--- config.mk ---
export PLATFORM = sky130hd
export DESIGN_NAME = fetch_queue_flat
export DESIGN_NICKNAME = d
export VERILOG_FILES = /design/src/rtl/fetch_queue_if.sv /design/src/rtl/fetch_queue.sv /design/src/flat_wrapper.sv
export SDC_FILE = /design/constraint.sdc
export NUM_CORES = 1
export LEC_CHECK = 0
export ABC_AREA = 1
export ABC_CLOCK_PERIOD_IN_PS = 16590
export CAP_MARGIN = 25
export CELL_PAD_IN_SITES_DETAIL_PLACEMENT = 0
export CELL_PAD_IN_SITES_GLOBAL_PLACEMENT = 1
export CORE_ASPECT_RATIO = 1.75
export CORE_MARGIN = 2
export CORE_UTILIZATION = 49
export DETAILED_ROUTE_END_ITERATION = 12
export PLACE_DENSITY = 0.91
export SLEW_MARGIN = 30
export SYNTH_ARGS = -nofsm -noshare
export SYNTH_HDL_FRONTEND = slang
export SYNTH_SLANG_ARGS = --single-unit
--- constraint.sdc ---
create_clock -name clk -period 16.59 [get_ports clk]
set_input_delay 3.318 -clock clk [delete_from_list [all_inputs] [get_ports clk]]
set_output_delay 3.318 -clock clk [all_outputs]
set_load 0.01 [all_outputs]
--- src/rtl/fetch_queue_if.sv ---
// -----------------------------------------------------------------------------
// fetch_queue_if
// Bundles the two handshakes of the instruction fetch queue.
//   Packet side : in_valid_i, in_ready_o, in_pc_i[31:0], in_inst_i[63:0]
//   Decode side : out_valid_o, out_ready_i, out_pc_o[31:0], out_inst_o[31:0]
// Both handshakes use valid/ready semantics: a transfer happens on a rising
// clock edge where valid and ready are both high. A producer never makes
// valid depend on ready. In this queue, ready and valid depend only on
// registered state and flush_i.
// Modports:
//   slave  : the queue itself
//   master : upstream fetch / downstream decode, or a testbench
// -----------------------------------------------------------------------------
interface fetch_queue_if;
  logic        in_valid_i;
  logic        in_ready_o;
  logic [31:0] in_pc_i;
  logic [63:0] in_inst_i;
  logic        out_valid_o;
  logic        out_ready_i;
  logic [31:0] out_pc_o;
  logic [31:0] out_inst_o;

  modport slave (
    input  in_valid_i, in_pc_i, in_inst_i, out_ready_i,
    output in_ready_o, out_valid_o, out_pc_o, out_inst_o
  );

  modport master (
    output in_valid_i, in_pc_i, in_inst_i, out_ready_i,
    input  in_ready_o, out_valid_o, out_pc_o, out_inst_o
  );
endinterface

--- src/rtl/fetch_queue.sv ---
// -----------------------------------------------------------------------------
// fetch_queue
// Buffers aligned two-instruction fetch packets (one 8-byte group per push)
// and hands them to decode one instruction per cycle. Each entry stores
// the upper PC bits, both instruction words and a two-bit slot mask. If a
// packet starts on the upper word (pc[2] = 1), only that slot is marked
// valid.
// Ports:
//   clk      : clock, rising edge
//   rst      : synchronous active-high reset (same effect as a flush)
//   flush_i  : branch-update flush; drops all buffered packets
//   fq       : fetch_queue_if.slave (packet input + instruction output)
// Parameters:
//   DEPTH    : number of packet entries, power of two, >= 2
// -----------------------------------------------------------------------------
module fetch_queue #(
  parameter int DEPTH = 4
) (
  input  logic          clk,
  input  logic          rst,
  input  logic          flush_i,
  fetch_queue_if.slave  fq
);

  localparam int PW = $clog2(DEPTH);
  localparam int CW = PW + 1;

  // Entry storage. The data arrays carry no reset because an entry is only
  // read while count says it holds a valid packet.
  logic [28:0] pc_hi_q [DEPTH];
  logic [63:0] inst_q  [DEPTH];
  logic [1:0]  mask_q  [DEPTH];

  logic [PW-1:0] wr_ptr_q, wr_ptr_d;
  logic [PW-1:0] rd_ptr_q, rd_ptr_d;
  logic [CW-1:0] count_q,  count_d;

  logic       push;
  logic       pop;
  logic       retire;
  logic [1:0] head_mask;
  logic       head_slot;
  logic [1:0] slot_bit;
  logic [1:0] head_mask_rem;
  logic [1:0] new_mask;
  logic       out_valid;
  logic       in_ready;

  // PC bits [1:0] are always zero for aligned fetch and are not stored.
  logic unused_pc_bits;
  assign unused_pc_bits = ^fq.in_pc_i[1:0];

  always_comb begin
    out_valid     = (count_q != '0) & ~flush_i;
    // No full-queue bypass. A pop in the same cycle does not open the input.
    in_ready      = (count_q < CW'(DEPTH)) & ~flush_i;
    push          = fq.in_valid_i & in_ready;
    pop           = out_valid & fq.out_ready_i;

    head_mask     = mask_q[rd_ptr_q];
    // Lowest set bit picks the slot. A live entry always has a non-zero mask.
    head_slot     = ~head_mask[0];
    slot_bit      = head_slot ? 2'b10 : 2'b01;
    head_mask_rem = head_mask & ~slot_bit;
    retire        = pop & (head_mask_rem == 2'b00);

    new_mask      = fq.in_pc_i[2] ? 2'b10 : 2'b11;

    wr_ptr_d = push   ? wr_ptr_q + PW'(1) : wr_ptr_q;
    rd_ptr_d = retire ? rd_ptr_q + PW'(1) : rd_ptr_q;
    count_d  = count_q;
    case ({push, retire})
      2'b10:   count_d = count_q + CW'(1);
      2'b01:   count_d = count_q - CW'(1);
      default: count_d = count_q;
    endcase
  end

  // Control state: pointers, count and slot masks. A flush (or reset)
  // takes priority over any push or pop in the same cycle.
  always_ff @(posedge clk) begin
    if (rst || flush_i) begin
      wr_ptr_q <= '0;
      rd_ptr_q <= '0;
      count_q  <= '0;
      for (int i = 0; i < DEPTH; i++) begin
        mask_q[i] <= 2'b00;
      end
    end else begin
      wr_ptr_q <= wr_ptr_d;
      rd_ptr_q <= rd_ptr_d;
      count_q  <= count_d;
      // A push and a pop never target the same entry. A push needs
      // count < DEPTH and a pop needs count > 0. So equal pointers cannot
      // occur here.
      if (pop) begin
        mask_q[rd_ptr_q] <= head_mask_rem;
      end
      if (push) begin
        mask_q[wr_ptr_q] <= new_mask;
      end
    end
  end

  always_ff @(posedge clk) begin
    if (push) begin
      pc_hi_q[wr_ptr_q] <= fq.in_pc_i[31:3];
      inst_q[wr_ptr_q]  <= fq.in_inst_i;
    end
  end

  always_comb begin
    fq.in_ready_o  = in_ready;
    fq.out_valid_o = out_valid;
    fq.out_pc_o    = '0;
    fq.out_inst_o  = '0;
    if (out_valid) begin
      fq.out_pc_o   = {pc_hi_q[rd_ptr_q], head_slot, 2'b00};
      fq.out_inst_o = head_slot ? inst_q[rd_ptr_q][63:32] : inst_q[rd_ptr_q][31:0];
    end
  end

endmodule

--- src/flat_wrapper.sv ---
// flat-port wrapper written by rule: the top's interface ports become plain ports
module fetch_queue_flat 
#(
  parameter int DEPTH = 4
)
  (clk, rst, flush_i, fq_in_valid_i, fq_in_pc_i, fq_in_inst_i, fq_out_ready_i, fq_in_ready_o, fq_out_valid_o, fq_out_pc_o, fq_out_inst_o);
  fetch_queue_if fq_i ();
  input  logic clk;
  input  logic rst;
  input  logic flush_i;
  input wire logic [$bits(fq_i.in_valid_i)-1:0] fq_in_valid_i;
  input wire logic [$bits(fq_i.in_pc_i)-1:0] fq_in_pc_i;
  input wire logic [$bits(fq_i.in_inst_i)-1:0] fq_in_inst_i;
  input wire logic [$bits(fq_i.out_ready_i)-1:0] fq_out_ready_i;
  output wire logic [$bits(fq_i.in_ready_o)-1:0] fq_in_ready_o;
  output wire logic [$bits(fq_i.out_valid_o)-1:0] fq_out_valid_o;
  output wire logic [$bits(fq_i.out_pc_o)-1:0] fq_out_pc_o;
  output wire logic [$bits(fq_i.out_inst_o)-1:0] fq_out_inst_o;
  assign fq_i.in_valid_i = fq_in_valid_i;
  assign fq_i.in_pc_i = fq_in_pc_i;
  assign fq_i.in_inst_i = fq_in_inst_i;
  assign fq_i.out_ready_i = fq_out_ready_i;
  assign fq_in_ready_o = fq_i.in_ready_o;
  assign fq_out_valid_o = fq_i.out_valid_o;
  assign fq_out_pc_o = fq_i.out_pc_o;
  assign fq_out_inst_o = fq_i.out_inst_o;
  fetch_queue #(.DEPTH(DEPTH)) u_core (.clk(clk), .rst(rst), .flush_i(flush_i), .fq(fq_i));
endmodule
Selected gate families:
(3 px per um)
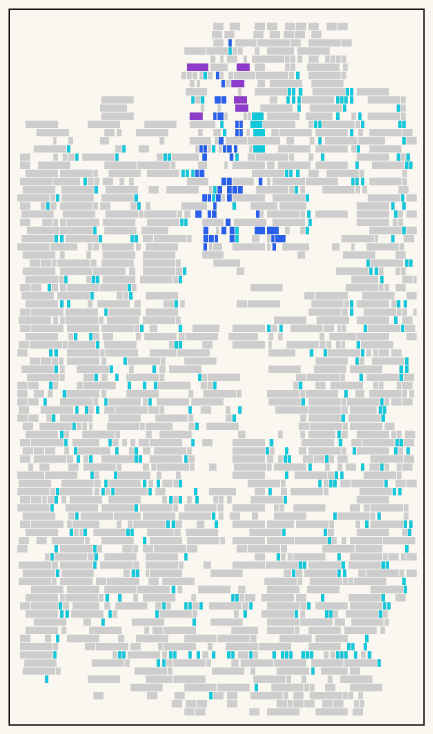
Key: nor cells = cyan [cells 329, where spread over the die]; fa/ha/maj cells = purple [cells 6, where top centre]; nand cells = blue [cells 51, where top centre]

Wire density map:
(2 px per um) 14 x 24 tiles, from white (low) to dark blue (high), scaled to the fullest tile. Values are wire area over tile area, all layers added.
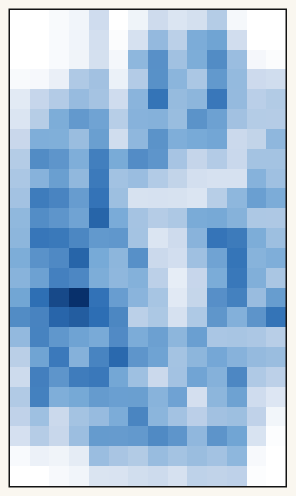
30% of the tiles are over half the peak. The emptiest ninth of the die: upper left. The fullest tile reaches 0.46. The mean over all tiles is 0.18.

Routing congestion map:
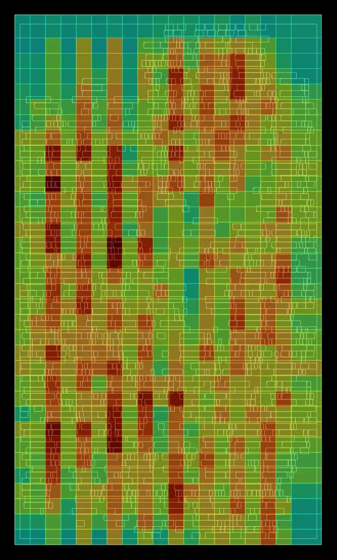
final core occ: 59.73%
layer carrying the most global-route usage: met2

M4 wires:
(2 px per um) Supply wires on this layer in grey.
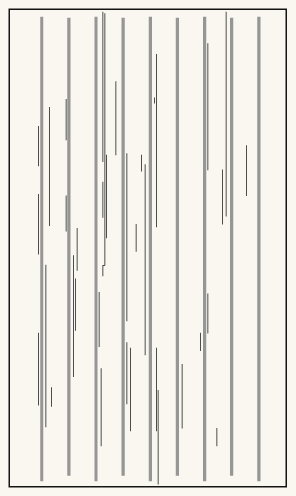
The layer carries 1,490 um of wire. The longest straight run is 126 um. The layer holds 4.1% of the routed length. The wires run mostly vertical.

Zoomed window:
Region (54, 56) to (84, 86) um. Cells in grey, sequential cells in the stronger grey; small squares are vias.
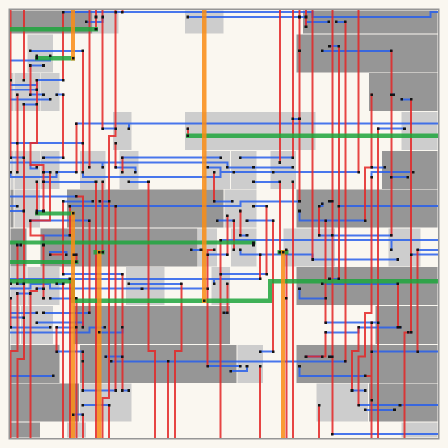
Key: metal 1 = blue; metal 2 = red; metal 3 = green; metal 4 = orange
39 logic cells have their middle in the window. Most frequent: edfxtp_1 (10), o21ai_0 (7), nor2_1 (7). Netlist names of flops here include u_core.inst_q (10). Sequential cells in the window: 10.

==> summary.rpt <==
====================================================================================
Yosys stat area .......................................................   15,340 um2
Final Max Tran Viols ..................................................            0
Most frequently used cell type in the post-synthesis netlist .......... sky130_fd_sc_hd__edfxtp_1
Worst Hold Launch ..................................................... u_core.mask_q[3][1]
Comb gate area ........................................................     3331 um2
Setup slack, reg-to-reg ...............................................     12.97 ns
TritonCTS Buffers .....................................................           36
Cells along the critical path ......................................... clkdlybuf4s50_1, a21oi_4, buf_16, o21ai_0, nor2_1, clkdlybuf4s50_1
Worst reg2reg path endpoint ........................................... u_core.count_q[2]
Ratio of cells with drive above 1 in the final layout .................       6.405%
Cell at the root of the clock tree .................................... sky130_fd_sc_hd__clkbuf_16
Final setup violation count ...........................................            0
Worst reg2reg path depth ..............................................           15
Top metal layer carrying routed signals ...............................         met4
Initial cell density of the core ......................................       49.74%
Register share after synthesis ........................................       75.30%
Worst-case hold path end point ........................................ u_core.mask_q[3][1]
Syn_area_per_cell .....................................................    12.70 um2
Die outline area ......................................................   32,790 um2
Last weighted congestion value of the routability-driven placer .......       0.8169
Global-route wire length before repair ................................    54,870 um
Dominant cell type by area after synthesis ............................ sky130_fd_sc_hd__edfxtp_1
Row cnt ...............................................................           85
DRT met1 WL ...........................................................    12,950 um
Number of global-route vias before repair .............................       10,150
Hold Path Stages ......................................................            2
Final worst hold slack ................................................    0.4878 ns
Register area .........................................................   11,560 um2
Max-Slew Margin vs Limit ..............................................       38.00%
Number of unique standard cell types used by synthesis ................           26
Type of the worst setup path ..........................................    in -> out
Number of I/O port buffers ............................................          162
Mapped cell area ......................................................   15,340 um2
Vias after detailed routing ...........................................        9,942
Total routing resource utilization after global routing ...............       22.38%
Clock Tree Buf Depth ..................................................            3
Count of buffering cells on the critical path with inverters included .            3
Log Warnings ..........................................................           31
Remaining DRCs ........................................................            0
Data required time at the worst endpoint ..............................     13.27 ns
Clk latency late pin ..................................................      0.52 ns
Avg WL per Cell .......................................................     20.67 um
Number of sinks handled by clock tree synthesis .......................          389
Final Total Pwr .......................................................     1.991 mW
Highest fanout seen on the critical path ..............................           25
Commonest cells in the netlist ........................................ sky130_fd_sc_hd__edfxtp_1, sky130_fd_sc_hd__nor2_1, sky130_fd_sc_hd__o21ai_0, sky130_fd_sc_hd__o22ai_1, sky130_fd_sc_hd__a21oi_1
Warning count from the yosys run ......................................            0
Final min period ......................................................     8.704 ns
Number of gates resized after CTS .....................................            0
Most common cell after layout, fill and taps aside .................... sky130_fd_sc_hd__edfxtp_1
Maximum level of the CTS H-tree .......................................            2
Placed cells ..........................................................        1,700
Synthesis-to-finish area growth .......................................       20.10%
Final number of hold-violating endpoints ..............................            0
Crit share post-route .................................................       52.46%
Peak Freq .............................................................   0.1149 GHz
Result of the run .....................................................    completed
Cell leakage power ....................................................     6.129 nW
Number of optimization iterations in the first detailed-route pass ....            5
Filler cells ..........................................................        2,359
Drt first-iter violations .............................................          672
Async S/R FF share, synth .............................................           0%
Arrival @ worst endpoint ..............................................      5.39 ns
Met3 wire length ......................................................      2019 um
Overflow left after global routing ....................................            0
Worst path setup slack after routing ..................................     7.886 ns
Leading cell types in the layout, fill and taps excluded .............. sky130_fd_sc_hd__edfxtp_1, sky130_fd_sc_hd__nor2_1, sky130_fd_sc_hd__o21ai_0
HPWL after detailed placement .........................................    21,130 um
Number of cells in Yosys stat .........................................        1,208
Clock tree from TritonCTS .............................................        built
Dominant register cell ................................................ sky130_fd_sc_hd__edfxtp_1
Total length of routed wires ..........................................    36,600 um
Initial antenna violation count .......................................            7
Crit start category ................................................... primary input
Largest clock skew in the final design ................................   0.01289 ns
Number of buffers inserted by hold repair at cts ......................            0
Number of nets in the final layout ....................................        1,455
Flops & latches, synth ................................................          389
Unrepaired setup endpoints after global routing .......................           no
Min-Delay Path Class ..................................................   reg -> reg
VDD IR max ............................................................    0.1162 mV
CTS clk-pin slew, worst paths .........................................      0.06 ns
Area of the core region ...............................................   30,840 um2
Detail-routed via count per cell ......................................        5.614
Met2 Wirelength .......................................................    20,140 um
Area contributors post-synth .......................................... sky130_fd_sc_hd__edfxtp_1, sky130_fd_sc_hd__nor2_1, sky130_fd_sc_hd__o21ai_0
Max-cap check violation count .........................................            0
Number of synthesized flops with an enable pin ........................          376
====================================================================================
## logic make-up (layout without fill, tap and decap cells)
logic type	count (synthesis)	after routing	synth area share (%)
buffers and inverters	106	271	3.279
and+or+nand+nor	380	380	9.657
DFF	389	389	75.30
xor gates and xnor gates	1	1	0.05711
AOI/OAI and AO/OA	325	325	11.14
other	1	8	0.02445
adders and majority gates	6	6	0.5383
## final cells by class
type | instances | area share, %
Antenna cell | 6 | 0.08150
Multi-Input combinational cell | 714 | 18.08
Clock inverter | 26 | 1.229
Tap cell | 391 | 2.656
Sequential cell | 389 | 62.74
Inverter | 29 | 0.6045
Timing Repair Buffer | 178 | 9.563
Clock buffer | 38 | 5.046
## state kept, by name (all words and copies together), names as in the netlist, named ones only
register,flops
u_core.inst_q,256
u_core.pc_hi_q,116
u_core.mask_q,8
u_core.count_q,3
u_core.rd_ptr_q,2
u_core.wr_ptr_q,2
## layer usage
layer	vias up	GRT usage, %
li1	4654	-
met1	4873	23.67
met2	334	41.96
met3	81	4.058
met4	0	10.51
met5	-	0
## tightest hold or removal path, cell delays in order (launching register included)
cell	delay (ns)
sky130_fd_sc_hd__dfxtp_1	0.32
sky130_fd_sc_hd__nand2_1	0.06
sky130_fd_sc_hd__nand3_1	0.06
## power by group
group / switching [mW] / internal, mW
registers: 0.00422 / 1.09
clock network: 0.351 / 0.457
logic: 0.0492 / 0.0369
## worst max-delay path by stage
stage,startpoint,endpoint,slack (ns),cells after the start
2_1_floorplan,flush_i,u_core.inst_q[0][0],8.39,3
3_3_place_gp,flush_i,fq_out_inst_o[20],7.53,5
3_5_place_dp,flush_i,fq_out_inst_o[20],7.54,5
4_1_cts,flush_i,fq_out_inst_o[20],7.52,5
5_1_grt,flush_i,fq_out_inst_o[0],7.79,6
6_report,flush_i,fq_out_inst_o[0],7.89,6
Power is estimated from default activity; no workload was simulated.
